**config.mk**
```make
export PLATFORM = sky130hd
export DESIGN_NAME = fdiv_seq
export DESIGN_NICKNAME = d
export VERILOG_FILES = /design/src/rtl/fpu_pkg.sv /design/src/rtl/fdiv_round.sv /design/src/rtl/fdiv_seq.sv
export SDC_FILE = /design/constraint.sdc
export NUM_CORES = 1
export LEC_CHECK = 0
export CELL_PAD_IN_SITES_DETAIL_PLACEMENT = 0
export CELL_PAD_IN_SITES_GLOBAL_PLACEMENT = 1
export CORE_ASPECT_RATIO = 1.1
export CORE_MARGIN = 1.5
export CORE_UTILIZATION = 39
export DETAILED_ROUTE_END_ITERATION = 8
export PLACE_DENSITY = 0.76
export SYNTH_ARGS = -nofsm -noshare
export SYNTH_HDL_FRONTEND = slang
export SYNTH_SLANG_ARGS = --single-unit
```
**constraint.sdc**
```tcl
create_clock -name clk -period 3.7 [get_ports clk]
set_input_delay 0.555 -clock clk [delete_from_list [all_inputs] [get_ports clk]]
set_output_delay 0.555 -clock clk [all_outputs]
set_load 0.05 [all_outputs]
```
**src/rtl/fpu_pkg.sv**
```systemverilog
// fpu_pkg: shared binary32 types, constants and unit state encodings for the FPU
package fpu_pkg;

    typedef struct packed {
        logic        sign;
        logic [7:0]  exp;
        logic [22:0] man;
    } float_t;

    localparam int          EXP_BIAS = 127;
    localparam int          EXP_MAX  = 255;
    localparam logic [31:0] QNAN     = 32'h7FC0_0000;

    typedef enum logic [1:0] {IDLE, DIV, ROUND, DONE} fdiv_seq_state_t;

endpackage

```
**src/rtl/fdiv_round.sv**
```systemverilog
// fdiv_round: normalize a 26-bit quotient, round to nearest even, flush on overflow/underflow
module fdiv_round
    import fpu_pkg::*;
(
    input  logic               sign,
    input  logic signed [9:0]  ex,
    input  logic        [25:0] q,
    input  logic               sticky,
    output logic        [31:0] y
);

    logic signed [9:0] e_n, e_r;
    logic [22:0]       man;
    logic              g, s, inc;
    logic [23:0]       sum;

    // quotient lies in (0.5, 2): pick the leading bit, round, then clamp the exponent range
    always_comb begin
        e_n = q[25] ? ex : ex - 10'sd1;
        man = q[25] ? q[24:2] : q[23:1];
        g   = q[25] ? q[1] : q[0];
        s   = q[25] ? (q[0] | sticky) : sticky;
        inc = g & (s | man[0]);
        sum = {1'b0, man} + 24'(inc);
        e_r = sum[23] ? e_n + 10'sd1 : e_n;
        y   = (e_r >= EXP_MAX) ? {sign, 8'hFF, 23'd0} :
              (e_r <= 0)       ? {sign, 31'd0} :
                                 {sign, e_r[7:0], sum[22:0]};
    end

endmodule

```
**src/rtl/fdiv_seq.sv**
```systemverilog
// fdiv_seq: iterative binary32 divider y = x1 / x2 with valid/ready handshakes
// Build option: define FDIV_SEQ_FLAGS_EN to add the {nv,dz,ovf,unf} flags port.
module fdiv_seq
    import fpu_pkg::*;
#(
    parameter int ITER_PER_CYC = 1
)
(
    input  logic        clk,
    input  logic        rstn,
    input  logic        in_valid,
    output logic        in_ready,
    input  logic [31:0] x1,
    input  logic [31:0] x2,
    output logic        out_valid,
    input  logic        out_ready,
    output logic [31:0] y
`ifdef FDIV_SEQ_FLAGS_EN
    ,
    output logic [3:0]  flags
`endif
);

    if (ITER_PER_CYC != 1 && ITER_PER_CYC != 2) begin : g_bad_iter
        $error("fdiv_seq: ITER_PER_CYC must be 1 or 2");
    end

    localparam logic [4:0] QBITS = 5'd26;

    float_t            a, b;
    logic              s;
    logic              a_zero, a_inf, a_nan, b_zero, b_inf, b_nan;
    logic              special, sp_nv;
    logic [31:0]       sp_y;
    fdiv_seq_state_t   state_q, state_d;
    logic              sign_q, sign_d;
    logic signed [9:0] exp_q, exp_d;
    logic [23:0]       m2_q, m2_d;
    logic [25:0]       rem_q, rem_d, quo_q, quo_d, rem_nx, quo_nx;
    logic [4:0]        cnt_q, cnt_d;
    logic [31:0]       y_q, y_d, rnd_y;

    assign a         = x1;
    assign b         = x2;
    assign s         = a.sign ^ b.sign;
    assign in_ready  = (state_q == IDLE);
    assign out_valid = (state_q == DONE);
    assign y         = y_q;

    // classify operands; specials bypass the iteration and finish straight from IDLE
    always_comb begin
        a_zero  = (a.exp == 8'd0);
        b_zero  = (b.exp == 8'd0);
        a_inf   = (&a.exp) && (a.man == 23'd0);
        b_inf   = (&b.exp) && (b.man == 23'd0);
        a_nan   = (&a.exp) && (|a.man);
        b_nan   = (&b.exp) && (|b.man);
        special = a_zero | b_zero | (&a.exp) | (&b.exp);
        sp_nv   = a_nan | b_nan | (a_zero & b_zero) | (a_inf & b_inf);
        sp_y    = sp_nv ? QNAN : (a_inf | b_zero) ? {s, 8'hFF, 23'd0} : {s, 31'd0};
    end

    // restoring division: ITER_PER_CYC quotient bits per cycle, remainder kept pre-shifted
    always_comb begin
        rem_nx = rem_q;
        quo_nx = quo_q;
        for (int i = 0; i < ITER_PER_CYC; i++) begin
            quo_nx = {quo_nx[24:0], rem_nx >= {2'b00, m2_q}};
            rem_nx = quo_nx[0] ? rem_nx - {2'b00, m2_q} : rem_nx;
            rem_nx = rem_nx << 1;
        end
    end

    fdiv_round u_round (
        .sign   (sign_q),
        .ex     (exp_q),
        .q      (quo_q),
        .sticky (|rem_q),
        .y      (rnd_y)
    );

    // next-state and datapath loads
    always_comb begin
        state_d = state_q;
        sign_d  = sign_q;
        exp_d   = exp_q;
        m2_d    = m2_q;
        rem_d   = rem_q;
        quo_d   = quo_q;
        cnt_d   = cnt_q;
        y_d     = y_q;
        case (state_q)
            IDLE: if (in_valid) begin
                sign_d = s;
                if (special) begin
                    y_d     = sp_y;
                    state_d = DONE;
                end else begin
                    exp_d   = 10'({2'b00, a.exp}) - 10'({2'b00, b.exp}) + 10'(EXP_BIAS);
                    m2_d    = {1'b1, b.man};
                    rem_d   = {3'b001, a.man};
                    quo_d   = 26'd0;
                    cnt_d   = 5'd0;
                    state_d = DIV;
                end
            end
            DIV: begin
                rem_d   = rem_nx;
                quo_d   = quo_nx;
                cnt_d   = cnt_q + 5'(ITER_PER_CYC);
                state_d = (cnt_d == QBITS) ? ROUND : DIV;
            end
            ROUND: begin
                y_d     = rnd_y;
                state_d = DONE;
            end
            DONE: state_d = out_ready ? IDLE : DONE;
            default: state_d = IDLE;
        endcase
    end

    // state and datapath registers; reset abandons any operation in flight
    always_ff @(posedge clk or negedge rstn) begin
        if (!rstn) begin
            state_q <= IDLE;
            sign_q  <= 1'b0;
            exp_q   <= '0;
            m2_q    <= '0;
            rem_q   <= '0;
            quo_q   <= '0;
            cnt_q   <= '0;
            y_q     <= '0;
        end else begin
            state_q <= state_d;
            sign_q  <= sign_d;
            exp_q   <= exp_d;
            m2_q    <= m2_d;
            rem_q   <= rem_d;
            quo_q   <= quo_d;
            cnt_q   <= cnt_d;
            y_q     <= y_d;
        end
    end

`ifdef FDIV_SEQ_FLAGS_EN
    logic [3:0] flags_q, flags_d;
    logic       sp_dz;

    assign sp_dz = b_zero & ~a_inf & ~sp_nv;
    assign flags = flags_q;

    // flags load together with y and clear when a normal operation is accepted
    always_comb begin
        flags_d = flags_q;
        if (state_q == IDLE && in_valid)
            flags_d = special ? {sp_nv, sp_dz, 2'b00} : 4'b0000;
        else if (state_q == ROUND)
            flags_d = {2'b00, &rnd_y[30:23], ~|rnd_y[30:23]};
    end

    // flags register
    always_ff @(posedge clk or negedge rstn) begin
        if (!rstn) flags_q <= 4'b0000;
        else       flags_q <= flags_d;
    end
`endif

endmodule

```
Run 1, M1 wires:
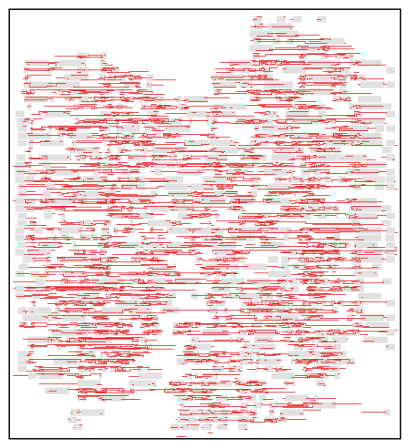
nets with wire on the layer	1081
longest straight run	38.6 um
share of all routed wire	48%
main direction	horizontal

Run 1, metal 2:
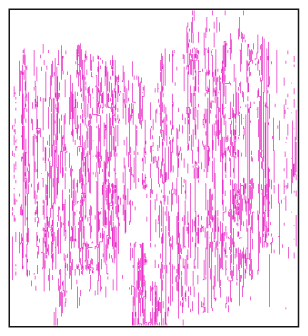
share of all routed wire	48%
nets with wire on the layer	952

Run 1, the metal 3 layer:
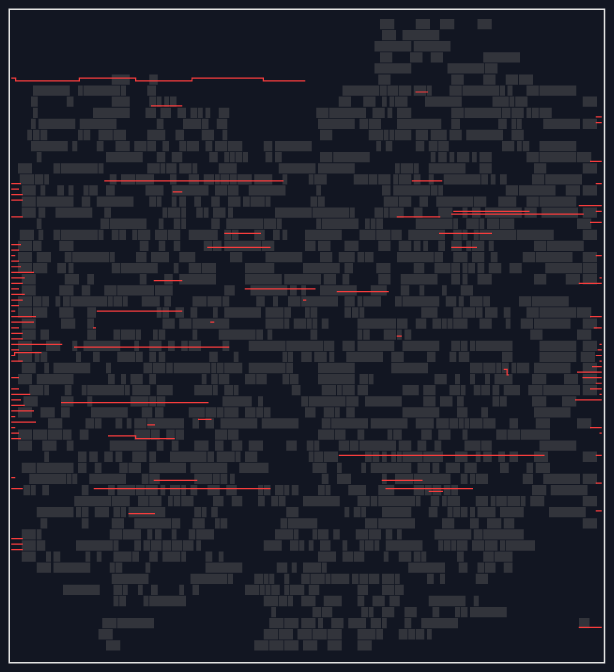
longest straight run	50.1 um
wire length on this layer	724 um

==> run_results.csv, run 1 <==
group,metric,value,unit
yosys,ys.flops,126,
sta,setup_viol,0,
finish,fin_cells,1402,
yosys,synth.top_cell.area_share,36.15,%
finish,layout_top_cell,"dfrtp_1",
worst_setup_path,reg2reg_from,"exp_q[0]",
sta,final_hold_viol_count,0,
worst_setup_path,endpoint_kind,"flop",
worst_setup_path,r2r-end,"y[22]",
die,die_height,159.8,um
worst_setup_path,critPathLaunchType,"flop",
worst_setup_path,cpPeakStageDelay,0.54,ns
yosys,yosys.area.top_type,"dfrtp_1",
grt,grt_pass1_wl,38240,um
worst_setup_path,cp.required,4.05,ns
route,routed_wl,22790,um
yosys,syn-instance-count,1002,
sta,clock_skew,0.009366,ns
place,dp.cells,1368,
worst_setup_path,crit_fanout,12,
yosys,syn_avg_cell_area,8.705,sq um
yosys,synth_nets,1110,
grt,grt_pass1_vias,7455,
finish,layout.nets,1202,
place,gp_congestion,0.8323,
yosys,netlist_area,8722,sq um
yosys,synthFlopType,"dfrtp_1",
worst_setup_path,reg2reg_slack,0.27,ns
clock_network,clk_latency,0.42,ns
place,portBuffers,101,
finish,mostFrequentLayoutCells,"dfrtp_1 (125), nand2_1 (113), clkdlybuf4s50_1 (100)",
sta,max_freq,291.8,MHz
die,io_pins,102,
clock_network,cts.clk_slew.worst_paths,0.06,ns
sta,fin_ws,0.2725,ns
route,via_per_inst,5.396,
worst_setup_path,crit_slowest_cell,"or4b_4",
route,ant_nets,0,
worst_setup_path,endpoint,"y[22]",
grt,overflow,0,
worst_setup_path,worstSetupPathType,"flop to flop",
clock_network,cts.sinks,126,
worst_setup_path,startpoint,"exp_q[0]",
die,placementRows,57,
finish,drive_above_1_share,7.859,%
sta,slew_headroom,48.92,%
clock_network,cts_root_buf,"clkbuf_16",
yosys,ys_cells,1002,
worst_setup_path,worstSetupPathDepth,12,
worst_setup_path,cpLargestDelayFamily,"simple AND/OR/NAND/NOR gates",
sta,period_needed,3.427,ns
grt,grt_max_degree,78,
outcome,status,"finished clean",
run 1: worst min-delay path by stage:
stage                   from       end  slack, ns  cells past startpoint
CTS                     rstn  exp_q[9]       0.18                      1
global placement    m2_q[23]  m2_q[23]       0.43                      2
finish                  rstn  exp_q[9]       0.17                      1
global route            rstn  exp_q[9]       0.21                      1
detailed placement  m2_q[23]  m2_q[23]       0.44                      2
floorplan               rstn  cnt_q[0]       0.26                      0
run 1: metrics by stage:
| stage | power [W] | area, sq um | utilization, % | hold WS, ns |
|---|---|---|---|---|
| floorplan | 0.007265 | 8726 | - | 0.2594 |
| global placement | 0.008742 | 10080 | 45.72 | 0.4350 |
| detailed placement | 0.008813 | 10080 | 45.72 | 0.4378 |
| CTS | 0.01056 | 10660 | 48.39 | 0.1843 |
| global route | 0.01152 | 10720 | 48.63 | 0.2104 |
| finish | 0.01056 | 10720 | 48.63 | 0.1663 |
run 1: where the power goes:
group	switching, W	internal, W	total, W
Sequential	0.000650	0.00201	0.00266
Clock	0.000735	0.000962	0.00170
Combinational	0.00349	0.00272	0.00621
Total	0.00487	0.00569	0.0106
run 1: per-layer routing:
layer  vias to the layer above  share of wire (%)  track usage (%)  wire (um)
met3                        15                3.2            3.200        724
met2                       130                 48            33.81      10970
met5                         -                  0                0          0
li1                       3852                  -                -          -
met4                         0               0.91            4.453        208
met1                      3568                 48            27.56      10890
run 1: synthesized netlist by cell type, types with 14 or more instances:
master,count
dfrtp_1,126
nand2_1,113
o21ai_0,90
a21oi_1,61
nor2_1,61
inv_1,54
xnor2_1,50
clkbuf_1,39
a22o_1,38
ha_1,38
mux2i_1,29
xor2_1,24
nor4_1,20
o22ai_1,19
nand4_1,18
nor3_1,18
nand3_1,17
or3_1,14
run 1: cells by family (layout without fill, tap and decap cells):
logic type	count (synthesis)	in the layout	synth area share (%)
multiplexers	36	36	4.232
XOR/XNOR	75	75	7.617
adder cells (fa/ha/maj)	40	40	5.910
AND/OR/NAND/NOR	324	324	18.42
flip-flops	126	126	36.15
buffers and inverters	105	209	5.092
AND-OR/OR-AND	296	297	22.58
run 1: sequential cells by signal, indices dropped and copies added, names as in the netlist:
signal / flops
state_q: 2
exp_q: 10
quo_q: 26
cnt_q: 5
y: 32
rem_q: 26
m2_q: 24
sign_q: 1
run 1: final cells by class:
class | instances | area (sq um) | share of cell area [%]
inverter | 54 | 202.7 | 1.891
tap | 295 | 369.1 | 3.444
timing repair buffer | 123 | 1224 | 11.42
clock inverter | 15 | 162.7 | 1.518
sequential | 126 | 3154 | 29.43
clock buffer | 17 | 425.4 | 3.970
multi-input combinational | 772 | 5179 | 48.32
run 1: what timing repair did:
| item | CTS | global route |
|---|---|---|
| resized | 0 | 5 |
| buffers inserted | 0 | 1 |
| endpoints found under the setup margin | 0 | 6 |
Run 1, M4 wires:
Scale bar: 50 um.
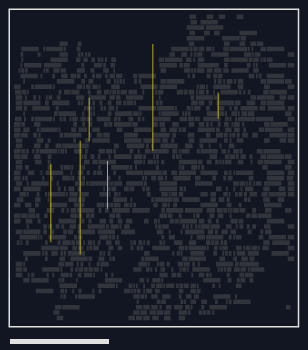

==> run 1 -> run 2 <==
CORE_MARGIN = unset   (was 1.5)
Run 2, M4 wires:
Scale bar: 50 um.
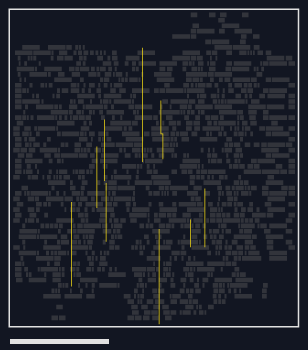
share of all routed wire	1.3%
nets with wire on the layer	8
longest straight run	57.1 um

==> run_results.csv, run 2 <==
group,metric,value,unit
job,warning_count,27,
outcome,status,"finished clean",
worst_setup_path,cp.required,4.00,ns
sta,finalCritPeriodShare,93.19,%
worst_setup_path,endpoint_kind,"flop",
route,vias,7714,
worst_setup_path,worstSetupPathType,"flop to flop",
worst_setup_path,crit_chain,"inv_1 -> ha_1 -> or4b_4 -> xnor2_1 -> nand4_1 -> or3_1 -> a22oi_1 -> nand4b_1 -> o2111a_4 -> a32o_1",
sta,clock_skew,0.009217,ns
yosys,yosys.area.top_type,"dfrtp_1",
finish,layout.nets,1203,
clock_network,clk_latency,0.42,ns
yosys,synth_nets,1110,
clock_network,clk_path_buf_depth,2,
die,core_area,22040,sq um
grt,grt_max_degree,71,
route,via_per_inst,5.498,
yosys,ys.flops,126,
finish,layout_top_cell,"dfrtp_1",
yosys,synth.top_cell.area_share,36.15,%
sta,slew_headroom,38.05,%
yosys,ys_area,8722,sq um
yosys,netlist_area,8722,sq um
die,placementRows,57,
power_and_ir_drop,pwr-share-seq,25.1,%
clock_network,cts.sinks,126,
route,ant_nets,0,
yosys,syn-instance-count,1002,
place,place_ws,0.1781,ns
grt,grt_pass1_wl,38020,um
route,routed_wl,23360,um
worst_setup_path,cpLargestDelayFamily,"simple AND/OR/NAND/NOR gates",
finish,design_area,10720,sq um
yosys,ys_cells,1002,
grt,track_usage,20.89,%
die,io_pins,102,
power_and_ir_drop,ir_drop,0.0003959,V
finish,mostFrequentLayoutCells,"dfrtp_1 (125), nand2_1 (113), clkdlybuf4s50_1 (100)",
finish,final_core_util,48.64,%
worst_setup_path,crit_slowest_cell,"or4b_4",
grt,overflow,0,
clock_network,numCtsBuffers,17,
yosys,top_cells_by_count,"dfrtp_1 (126), nand2_1 (113), o21ai_0 (90)",
job,cap_violations,0,
worst_setup_path,critPathLaunchType,"flop",
place,gp_congestion,0.8426,
place,place_area,10060,sq um
yosys,syn_avg_cell_area,8.705,sq um
yosys,async_reset_ff_share,100.0,%
worst_setup_path,cpPeakStageDelay,0.55,ns
route,route.detailed.drc,0,
power_and_ir_drop,p_comb_share,58.8,%
route,wl_per_cell,16.65,um
yosys,ys_warn_count,0,
worst_setup_path,crit_fanout,10,
power_and_ir_drop,swShare,45.86,%
finish,area_growth,22.89,%
power_and_ir_drop,clkPwrFrac,16.1,%
grt,grt_pass1_vias,7469,
sta,finalSetupTns,0,ns
sta,fin_ws,0.2519,ns
sta,whs,0.2701,ns
sta,max_freq,290.0,MHz
finish,seq_area,3154,sq um
die,die_height,158.8,um
finish,comb_area,5185,sq um
sta,final_hold_viol_count,0,
power_and_ir_drop,power.switching,0.004852,W
die,initial_core_util,39.58,%
finish,fill_cells,2126,
route,dr.pass1.iters,5,
power_and_ir_drop,p_int,0.005729,W
sta,period_needed,3.448,ns
power_and_ir_drop,powerDensity,987.1,nW/um^2
place,portBuffers,101,
clock_network,cts_root_buf,"clkbuf_16",
finish,largest_reg_flops,32,
clock_network,cts_tree,"yes",
clock_network,cts.clk_slew.worst_paths,0.06,ns
sta,worstMarginPinSlew,0.9293,ns
sta,setup_viol,0,
yosys,synth-edff-count,0,
grt,antenna_found_initial,0,
finish,drive_above_1_share,8.032,%
die,die_area,22970,sq um
yosys,most_common_cell,"dfrtp_1",
min_path,hold_class,"input pin to async pin",
yosys,synthFlopType,"dfrtp_1",
Run 2, the metal 3 layer:
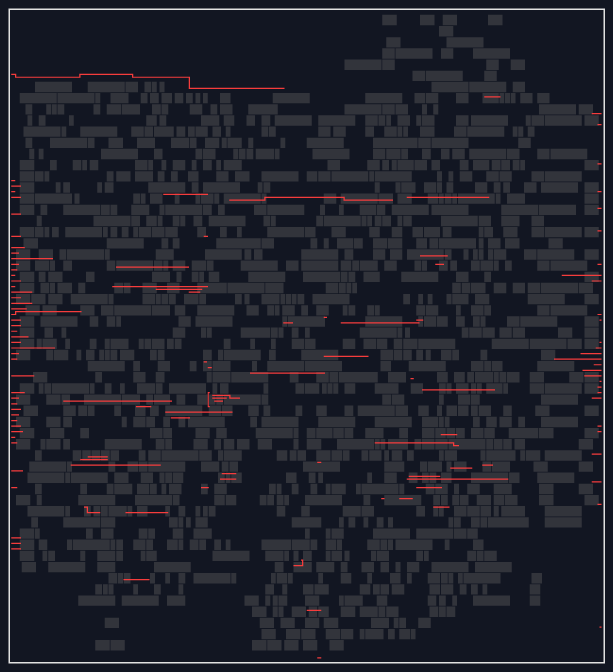
main direction	horizontal
nets with wire on the layer	107
share of all routed wire	2.9%
longest straight run	26.2 um
wire length on this layer	668 um

## run 2: timing repair
action / in CTS / in global routing
setup buffers: 0 / 2
hold buffers: 0 / 0
endpoints found under the setup margin: 0 / 24
resized: 0 / 5
## run 2: final cells by class
cell class	count	area share [%]
clock buffers	18	4.097
clock inverters	14	1.471
inverters	54	1.891
multi-input cells	773	48.37
flip-flops and latches	126	29.43
well taps	295	3.443
repair buffers	123	11.30
## run 2: path summary, 6_finish.rpt
path / startpoint / endpoint / slack (ns) / cells past startpoint
hold reg to reg: m2_q[23] / m2_q[23] / 0.47 / 2
hold / removal: rstn / y[28] / 0.27 / 2
setup reg to reg: exp_q[0] / y[4] / 0.25 / 10
min in group clk: m2_q[23] / m2_q[23] / 0.47 / 2
setup / recovery: exp_q[0] / y[4] / 0.25 / 10
max in group asynchronous: rstn / quo_q[25] / 2.68 / 2
## run 2: power by group through the flow
stage	registers (W)	clock network [W]	logic [W]
2_1_floorplan	0.00268	0	0.00459
6_report	0.00266	0.00170	0.00623
4_1_cts	0.00265	0.00173	0.00617
5_1_grt	0.00275	0.00180	0.00698
3_5_place_dp	0.00267	0	0.00612
3_3_place_gp	0.00266	0	0.00607
## run 2: metrics by stage
stage | instances | total power [W]
after CTS | 1399 | 0.01055
after global placement | 1367 | 0.008726
after detailed placement | 1367 | 0.008792
after global routing | 1403 | 0.01154
after floorplan | 1002 | 0.007265
final | 1403 | 0.01058
## run 2: logic make-up (layout without fill, tap and decap cells)
kind of cell / after synthesis / in the layout / synth area share [%]
adder cells (fa/ha/maj): 40 / 40 / 5.910
AND-OR/OR-AND: 296 / 298 / 22.58
XOR/XNOR: 75 / 75 / 7.617
AND/OR/NAND/NOR: 324 / 324 / 18.42
multiplexers: 36 / 36 / 4.232
buffers and inverters: 105 / 209 / 5.092
flip-flops: 126 / 126 / 36.15
## run 2: layer usage
metal,share of wire (%),vias up,routed length [um],track usage [%]
met5,0,-,0,0
met4,1.3,0,310,5.837
met3,2.9,18,667,3.257
met2,48,168,11220,33.52
met1,48,3666,11150,28.84
li1,-,3862,-,-
Power figures rest on the tool's default switching activity, not on a simulated workload.
